File: config.mk
export PLATFORM = sky130hd
export DESIGN_NAME = uart_rx
export DESIGN_NICKNAME = d
export VERILOG_FILES = /design/src/rtl/uart_rx.sv
export SDC_FILE = /design/constraint.sdc
export NUM_CORES = 1
export LEC_CHECK = 0
export CAP_MARGIN = 20
export CORE_ASPECT_RATIO = 1.5
export CORE_MARGIN = 2
export CORE_UTILIZATION = 50
export DETAILED_ROUTE_END_ITERATION = 12
export PLACE_DENSITY = 0.71
export SKIP_CTS_REPAIR_TIMING = 1
export SLEW_MARGIN = 20
export SYNTH_ARGS = -nofsm -noshare
export SYNTH_HDL_FRONTEND = slang
export SYNTH_SLANG_ARGS = --single-unit
File: constraint.sdc
create_clock -name clk -period 1.4 [get_ports clk]
set_clock_uncertainty 0.1 [all_clocks]
set_input_delay 0.21 -clock clk [delete_from_list [all_inputs] [get_ports clk]]
set_output_delay 0.21 -clock clk [all_outputs]
set_load 0.03 [all_outputs]
File: src/rtl/uart_rx.sv
// -----------------------------------------------------------------------------
// uart_rx
//
// Deserializes the UART frames of the transmit path back into parallel words.
// The frame is: start bit (0), WIDTH data bits LSB first, an optional even-
// parity bit, and a stop bit (1). Bit timing comes from a cycle counter running
// at CLKS_PER_BIT clocks per bit. Every bit is sampled once, near its middle.
// There is no oversampling voter and no FIFO. A received word is flagged for
// exactly one cycle.
//
// Optional feature macro: UART_RX_PARITY_EN
//   defined   - the frame carries an even-parity bit before the stop bit.
//               A mismatch pulses parity_err in place of rx_valid.
//   undefined - plain 10-bit frames. parity_err is tied to 0.
//
// Parameters
//   CLKS_PER_BIT  clocks per serial bit (>= 3)
//   WIDTH         data bits per frame
//
// Ports
//   clk         system clock, rising edge
//   rst         synchronous active-high reset
//   rx_in       serial line, idle high, asynchronous to clk
//   rx_data     last correctly received word (held between frames)
//   rx_valid    one-cycle pulse: rx_data has just been updated
//   frame_err   one-cycle pulse: the stop bit was sampled low
//   parity_err  one-cycle pulse: parity mismatch (0 without parity)
//   rx_busy     high while a frame is in progress, including a line break
// -----------------------------------------------------------------------------
module uart_rx #(
    parameter int CLKS_PER_BIT = 3,
    parameter int WIDTH        = 8
) (
    input  logic             clk,
    input  logic             rst,
    input  logic             rx_in,
    output logic [WIDTH-1:0] rx_data,
    output logic             rx_valid,
    output logic             frame_err,
    output logic             parity_err,
    output logic             rx_busy
);

    localparam int CW = $clog2(CLKS_PER_BIT);
    localparam int BW = (WIDTH > 1) ? $clog2(WIDTH) : 1;

    // The start bit is confirmed HALF cycles after the falling edge is seen.
    // After that, every bit is sampled a whole bit period after the previous one.
    localparam logic [CW-1:0] HALF     = CW'((CLKS_PER_BIT - 1) / 2);
    localparam logic [CW-1:0] CNT_LAST = CW'(CLKS_PER_BIT - 1);
    localparam logic [BW-1:0] BIT_LAST = BW'(WIDTH - 1);

`ifdef UART_RX_PARITY_EN
    typedef enum logic [2:0] {
        S_IDLE, S_START, S_DATA, S_PARITY, S_STOP, S_WAIT_HIGH
    } state_t;
`else
    typedef enum logic [2:0] {
        S_IDLE, S_START, S_DATA, S_STOP, S_WAIT_HIGH
    } state_t;
`endif

    // ------------------------------------------------------------------
    // Input synchronizer. It resets to idle-high, so leaving reset never
    // looks like a start bit.
    // ------------------------------------------------------------------
    logic [1:0] sync_q;
    logic       rx_s;

    always_ff @(posedge clk) begin
        if (rst) begin
            sync_q <= 2'b11;
        end else begin
            sync_q <= {sync_q[0], rx_in};
        end
    end

    assign rx_s = sync_q[1];

    // ------------------------------------------------------------------
    // Receive FSM with registered outputs
    // ------------------------------------------------------------------
    state_t           state_q;
    logic [CW-1:0]    cnt_q;
    logic [CW-1:0]    cnt_d;
    logic [BW-1:0]    bit_q;
    logic [WIDTH-1:0] shift_q;
    logic [WIDTH-1:0] data_q;
    logic             valid_q;
    logic             ferr_q;
    logic             busy_q;
    logic             bit_tick;
`ifdef UART_RX_PARITY_EN
    logic             par_q;
    logic             perr_q;
`endif

    assign cnt_d    = cnt_q + CW'(1);
    assign bit_tick = (cnt_q == CNT_LAST);

    always_ff @(posedge clk) begin
        if (rst) begin
            state_q <= S_IDLE;
            cnt_q   <= '0;
            bit_q   <= '0;
            shift_q <= '0;
            data_q  <= '0;
            valid_q <= 1'b0;
            ferr_q  <= 1'b0;
            busy_q  <= 1'b0;
`ifdef UART_RX_PARITY_EN
            par_q   <= 1'b0;
            perr_q  <= 1'b0;
`endif
        end else begin
            // By default the status pulses last only one cycle.
            valid_q <= 1'b0;
            ferr_q  <= 1'b0;
`ifdef UART_RX_PARITY_EN
            perr_q  <= 1'b0;
`endif
            case (state_q)
                S_IDLE: begin
                    if (!rx_s) begin
                        state_q <= S_START;
                        cnt_q   <= '0;
                        busy_q  <= 1'b1;
                    end
                end

                S_START: begin
                    if (cnt_q == HALF) begin
                        cnt_q <= '0;
                        if (!rx_s) begin
                            state_q <= S_DATA;
                            bit_q   <= '0;
                        end else begin
                            // The line went back high before the middle of the
                            // start bit. Treat it as a glitch and drop it silently.
                            state_q <= S_IDLE;
                            busy_q  <= 1'b0;
                        end
                    end else begin
                        cnt_q <= cnt_d;
                    end
                end

                S_DATA: begin
                    if (bit_tick) begin
                        cnt_q   <= '0;
                        // LSB arrives first. Each new bit enters at the top and
                        // works its way down to bit 0.
                        shift_q <= {rx_s, shift_q[WIDTH-1:1]};
                        if (bit_q == BIT_LAST) begin
`ifdef UART_RX_PARITY_EN
                            state_q <= S_PARITY;
`else
                            state_q <= S_STOP;
`endif
                        end else begin
                            bit_q <= bit_q + BW'(1);
                        end
                    end else begin
                        cnt_q <= cnt_d;
                    end
                end

`ifdef UART_RX_PARITY_EN
                S_PARITY: begin
                    if (bit_tick) begin
                        cnt_q   <= '0;
                        par_q   <= rx_s;
                        state_q <= S_STOP;
                    end else begin
                        cnt_q <= cnt_d;
                    end
                end
`endif

                S_STOP: begin
                    if (bit_tick) begin
                        cnt_q <= '0;
                        if (rx_s) begin
                            // Go back to idle at mid-stop-bit. This way a start
                            // bit right after the stop bit is still caught.
                            state_q <= S_IDLE;
                            busy_q  <= 1'b0;
`ifdef UART_RX_PARITY_EN
                            // Even parity: data bits plus the parity bit must XOR to 0.
                            if (^{shift_q, par_q}) begin
                                perr_q <= 1'b1;
                            end else begin
                                data_q  <= shift_q;
                                valid_q <= 1'b1;
                            end
`else
                            data_q  <= shift_q;
                            valid_q <= 1'b1;
`endif
                        end else begin
                            ferr_q  <= 1'b1;
                            state_q <= S_WAIT_HIGH;
                        end
                    end else begin
                        cnt_q <= cnt_d;
                    end
                end

                S_WAIT_HIGH: begin
                    // Stay busy during a break, so a line held low can never
                    // be mistaken for a run of frames.
                    if (rx_s) begin
                        state_q <= S_IDLE;
                        busy_q  <= 1'b0;
                    end
                end

                default: begin
                    state_q <= S_IDLE;
                    busy_q  <= 1'b0;
                end
            endcase
        end
    end

    assign rx_data   = data_q;
    assign rx_valid  = valid_q;
    assign frame_err = ferr_q;
    assign rx_busy   = busy_q;
`ifdef UART_RX_PARITY_EN
    assign parity_err = perr_q;
`else
    assign parity_err = 1'b0;
`endif

endmodule

### Congestion heat map

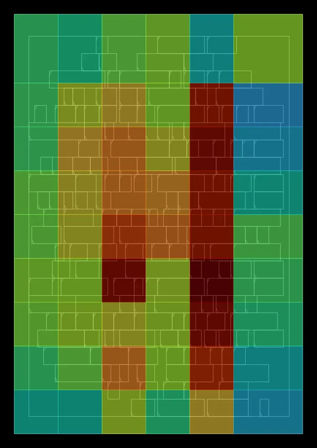
GRT Util Overall: 0.202
GR Util met2: 0.332
met3 Usage GRT: 0.0656
wire length per cell: 15.0 um

### Met3 routing

Scale: 8 px per um.
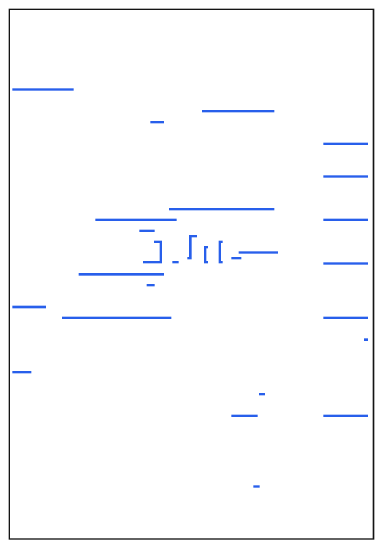
nets with wire on the layer: 22
share of all routed wire: 4.3%
main direction: horizontal
longest straight run: 13.3 um
wire length on this layer: 128 um

### Cells coloured by class

Scale: 6 px per um. Fill, decap, tap and diode cells in grey.
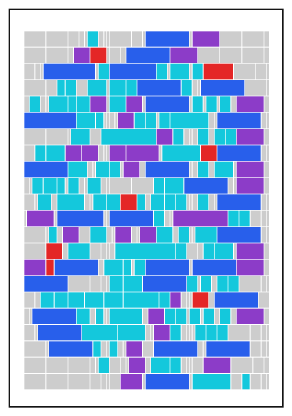
| colour | class | cells | share of their area |
|---|---|---|---|
| cyan | combinational and other logic | 105 | 43% |
| blue | sequential cells | 29 | 35% |
| red | clock drivers and dummy loads | 7 | 3.2% |
| purple | remaining buffers and delay cells | 32 | 19% |

==> results.yml <==
# synthesis and place-and-route metrics
setup_path:
  cp-startpoint: "cnt_q[0]"
  critical_path_buf_inv_count: 2
  arrival_ps: 1610
routing:
  drtIter0Drc: 21
  vias_per_cell: 6.04
place:
  dp.cells: 185
layout:
  nFlopsAndLatches: 29
  final_common_cell: "dfxtp_1"
  nNonClkBuffers: 32
  nNonClkInverters: 6
  layout_top_cells: "dfxtp_1, o21ai_1, buf_4"
power_and_ir_drop:
  pwr.group.clock_mw: 0.495
  combPwrFrac: 0.073
  power_mw: 1.44
grt:
  first_global_vias: 1038
  busiest_layer: "met2"
run_status:
  violations: "setup timing"
  status: "complete, but fails checks"
synth:
  dominantRegCellSynth: "dfxtp_1"
  synth-simple-area-share: 0.214
  synth_flop_count: 29
  floorplan.nets: 153
  async_reset_ff_frac: 0
  avgSynthCellArea_um2: 8.67
  netlist_instances: 148
  topCombFamilyByArea: "AND-OR/OR-AND gates"
  top_area_cell: "dfxtp_1"
min_path:
  min_to: "sync_q[1]"
  whs_path_depth: 1
timing:
  slew_violations: 0
  finalSetupViolCount: 2
  finalWorstSetupSlack_ps: -53.6
  timing.final.crit_share: 1.04
clock_network:
  root_buffer: "clkbuf_4"
floorplan:
  std_cell_rows: 22
### Cells by drive strength

Scale: 6 px per um.
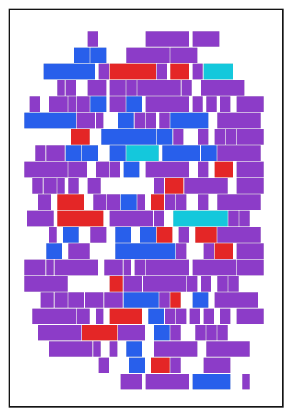
| colour | size | cells |
|---|---|---|
| purple | _0 and _1 cells | 125 |
| blue | _3 and _4 cells | 29 |
| red | _2 cells | 16 |
| cyan | _6 and larger | 3 |

### Selected gate families

Scale: 6 px per um.
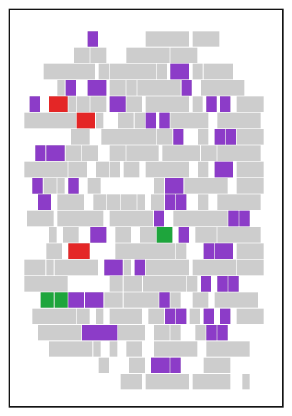
| colour | family | cells |
|---|---|---|
| green | and/or cells | 3 |
| red | non-inverting ao/oa cells | 3 |
| purple | aoi and oai cells | 47 |

